$ cat src/rtl/opb_register_ppc2simulink_sync.sv
// OPB slave register written by the PPC and held for FPGA user logic, with a
// one-cycle update strobe and a read-only wrapping write counter.
module opb_register_ppc2simulink_sync #(
    parameter logic [31:0] C_BASEADDR         = 32'h0100_0100,
    parameter logic [31:0] C_HIGHADDR         = 32'h0100_01FF,
    parameter int          C_OPB_AWIDTH       = 32,
    parameter int          C_OPB_DWIDTH       = 32,
    parameter              C_FAMILY           = "virtex5",
    parameter logic [31:0] C_USER_RESET_VALUE = 32'h0000_0000
) (
    input  logic                        OPB_Clk,
    input  logic                        OPB_Rst,
    input  logic [0:C_OPB_AWIDTH-1]     OPB_ABus,
    input  logic [0:C_OPB_DWIDTH/8-1]   OPB_BE,
    input  logic [0:C_OPB_DWIDTH-1]     OPB_DBus,
    input  logic                        OPB_RNW,
    input  logic                        OPB_select,
    input  logic                        OPB_seqAddr,
    output logic [0:C_OPB_DWIDTH-1]     Sl_DBus,
    output logic                        Sl_xferAck,
    output logic                        Sl_errAck,
    output logic                        Sl_retry,
    output logic                        Sl_toutSup,
    output logic [31:0]                 user_data_out,
    output logic                        user_update
);

    typedef enum logic [1:0] {
        ST_IDLE = 2'd0,
        ST_ACK  = 2'd1,
        ST_GAP  = 2'd2
    } state_t;

    state_t      state_q, state_d;
    logic        ack_q, ack_d;
    logic [31:0] dbus_q, dbus_d;
    logic [31:0] data_q, data_d;
    logic [31:0] wr_count_q, wr_count_d;
    logic        update_q, update_d;
    logic        hit_s;
    logic        sel_count_s;
    logic [31:0] wdata_s;

    // Sequential beats are treated as independent single transfers.
    logic unused_seq_s;
    assign unused_seq_s = OPB_seqAddr;
    localparam bit unused_family = (C_FAMILY != "");

    // OPB byte i (BE[i]) lands on word bits [31-8i -: 8]; DBus[0] is word bit 31.
    function automatic logic [31:0] merge_bytes(input logic [31:0] old_w,
                                                input logic [31:0] new_w,
                                                input logic [0:3]  be);
        logic [31:0] res;
        res = old_w;
        for (int i = 0; i < 4; i++) begin
            if (be[i]) begin
                res[31-8*i -: 8] = new_w[31-8*i -: 8];
            end else begin
                res[31-8*i -: 8] = old_w[31-8*i -: 8];
            end
        end
        return res;
    endfunction

    assign wdata_s     = OPB_DBus;
    assign sel_count_s = OPB_ABus[29];
    assign hit_s       = OPB_select && (OPB_ABus >= C_BASEADDR) && (OPB_ABus <= C_HIGHADDR);

    // Next-state logic: accept only in IDLE, then one ack cycle and one dead cycle.
    always_comb begin
        state_d    = state_q;
        ack_d      = 1'b0;
        dbus_d     = 32'h0000_0000;
        update_d   = 1'b0;
        data_d     = data_q;
        wr_count_d = wr_count_q;
        case (state_q)
            ST_IDLE: begin
                if (hit_s) begin
                    state_d = ST_ACK;
                    ack_d   = 1'b1;
                    if (OPB_RNW) begin
                        dbus_d = sel_count_s ? wr_count_q : data_q;
                    end else if (!sel_count_s) begin
                        data_d     = merge_bytes(data_q, wdata_s, OPB_BE);
                        update_d   = 1'b1;
                        wr_count_d = wr_count_q + 32'd1;
                    end else begin
                        data_d = data_q;
                    end
                end else begin
                    state_d = ST_IDLE;
                end
            end
            ST_ACK:  state_d = ST_GAP;
            ST_GAP:  state_d = ST_IDLE;
            default: state_d = ST_IDLE;
        endcase
    end

    // State and output registers; reset also aborts any accepted transfer.
    always_ff @(posedge OPB_Clk) begin
        if (OPB_Rst) begin
            state_q    <= ST_IDLE;
            ack_q      <= 1'b0;
            dbus_q     <= 32'h0000_0000;
            data_q     <= C_USER_RESET_VALUE;
            wr_count_q <= 32'h0000_0000;
            update_q   <= 1'b0;
        end else begin
            state_q    <= state_d;
            ack_q      <= ack_d;
            dbus_q     <= dbus_d;
            data_q     <= data_d;
            wr_count_q <= wr_count_d;
            update_q   <= update_d;
        end
    end

    assign Sl_DBus       = dbus_q;
    assign Sl_xferAck    = ack_q;
    assign Sl_errAck     = 1'b0;
    assign Sl_retry      = 1'b0;
    assign Sl_toutSup    = 1'b0;
    assign user_data_out = data_q;
    assign user_update   = update_q;

endmodule

$ cat config.mk
export PLATFORM = sky130hd
export DESIGN_NAME = opb_register_ppc2simulink_sync
export DESIGN_NICKNAME = d
export VERILOG_FILES = /design/src/rtl/opb_register_ppc2simulink_sync.sv
export SDC_FILE = /design/constraint.sdc
export NUM_CORES = 1
export LEC_CHECK = 0
export CAP_MARGIN = 20
export CELL_PAD_IN_SITES_DETAIL_PLACEMENT = 0
export CELL_PAD_IN_SITES_GLOBAL_PLACEMENT = 2
export CORE_MARGIN = 3
export CORE_UTILIZATION = 26
export DETAILED_ROUTE_END_ITERATION = 8
export PLACE_DENSITY_LB_ADDON = 0.12
export SYNTH_ARGS = -nofsm -noshare
export SYNTH_HDL_FRONTEND = slang
export SYNTH_SLANG_ARGS = --single-unit
$ cat constraint.sdc
create_clock -name OPB_Clk -period 4 [get_ports OPB_Clk]
set_input_delay 1.2 -clock OPB_Clk [delete_from_list [all_inputs] [get_ports OPB_Clk]]
set_output_delay 1.2 -clock OPB_Clk [all_outputs]
set_load 0.05 [all_outputs]
### Placed cells, one color a class

Scale: 3 px per um.
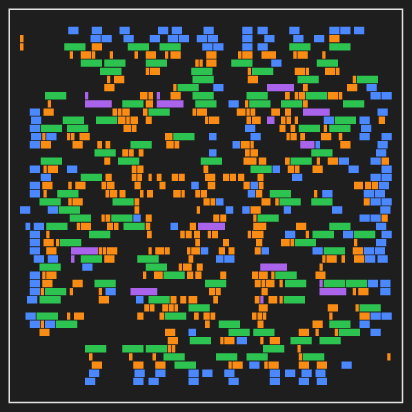
class	color	cells	share of their area
sequential cells	green	100	36%
clock drivers and dummy loads	purple	16	4.7%
remaining buffers and delay cells	blue	148	25%
combinational and other logic	orange	305	34%

### Placement view

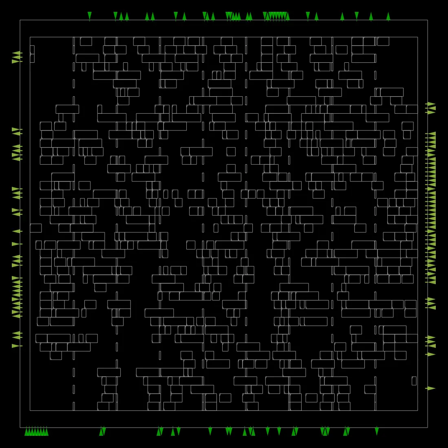
core area: 0.0149 mm^2
seq_cells: 100
final core utilization: 39.4%
Rows: 44

### Wires at chosen ports, followed through buffers

Scale: 2 px per um.
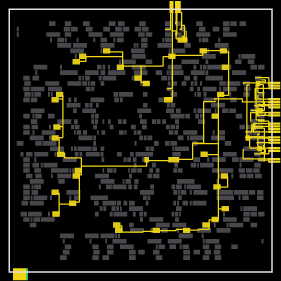
port	color	bits	direction	edge	end cells	buffers
`OPB_ABus`	yellow	32	input	20 right, 7 bottom, 5 top	43	26
`OPB_seqAddr`	green	1	input	bottom	0	0

### Placement density heat map

Scale: 3 px per um. 13 x 13 tiles, from dark blue (low) to red (high), 0 to 100% covered.
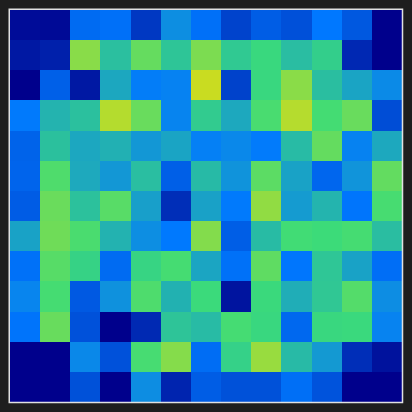
nearly empty tiles	6.5%
emptiest ninth of the die	bottom left
mean over tiles	33%
fullest tile	68%

### Signal wires on met1

Scale: 4 px per um. Supply wires on this layer in gray.
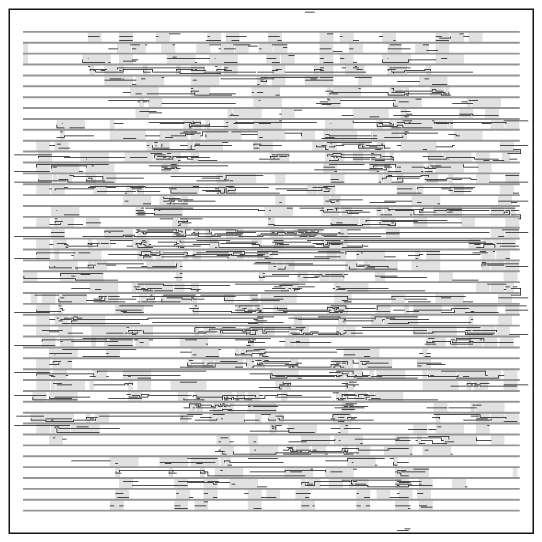
longest straight run	46.9 um
nets with wire on the layer	561
main direction	horizontal

==> flow_summary.html <==
<p>Metrics extracted from the flow reports.</p>
<table>
<tr><th>Metric</th><th>Value</th></tr>
<tr><th colspan="2">Power</th></tr>
<tr><td>Power spent charging and discharging nets</td><td>403 uW</td></tr>
<tr><td>Power dissipated in sequential cells</td><td>slightly below 1000 uW</td></tr>
<tr><td>Sequential cell fraction of total power</td><td>52.3%</td></tr>
<tr><th colspan="2">Timing</th></tr>
<tr><td>Unrepaired setup endpoints after global routing</td><td>no</td></tr>
<tr><td>Final max-slew violation count</td><td>0</td></tr>
<tr><td>Max-slew headroom</td><td>~48%</td></tr>
<tr><th colspan="2">Floorplanning</th></tr>
<tr><td>Number of well-tap cells placed</td><td>184</td></tr>
<tr><td>Total die area</td><td>0.0171 mm^2</td></tr>
<tr><th colspan="2">Place</th></tr>
<tr><td>Dpl cell area</td><td>0.00559 mm^2</td></tr>
<tr><td>Global placer's final weighted congestion</td><td>slightly below 0.8</td></tr>
<tr><th colspan="2">GRT</th></tr>
<tr><td>Total routing resource utilization after global routing</td><td>14.2%</td></tr>
<tr><td>GR met2 Demand/Resource</td><td>21.6%</td></tr>
<tr><th colspan="2">Finish</th></tr>
<tr><td>Proportion of layout cells with a drive suffix above 1</td><td>under 10%</td></tr>
<tr><td>Footprint of the multi-input gates</td><td>0.00192 mm^2</td></tr>
<tr><td>Area growth from synthesis to layout</td><td>45.1%</td></tr>
<tr><th colspan="2">Logic synthesis</th></tr>
<tr><td>Yosys cell count</td><td>428</td></tr>
<tr><td>Most instantiated flip-flop cell in the synthesis netlist</td><td>dfxtp_1</td></tr>
<tr><th colspan="2">Routing</th></tr>
<tr><td>Routed metal-1 wirelength</td><td>~5.8 mm</td></tr>
<tr><td>Initial DRC count</td><td>156</td></tr>
<tr><td>Ratio of routed vias to standard cells</td><td>4.71</td></tr>
<tr><th colspan="2">Run status</th></tr>
<tr><td>Outcome</td><td>complete, no violations</td></tr>
<tr><th colspan="2">Critical path</th></tr>
<tr><td>Critical path class</td><td>in -&gt; reg</td></tr>
<tr><td>Slowest Stage Delay on Critical Path</td><td>0.62 ns</td></tr>
<tr><td>Signal arrival time at the worst endpoint</td><td>3.86 ns</td></tr>
</table>
Power and IR drop assume default switching activity.
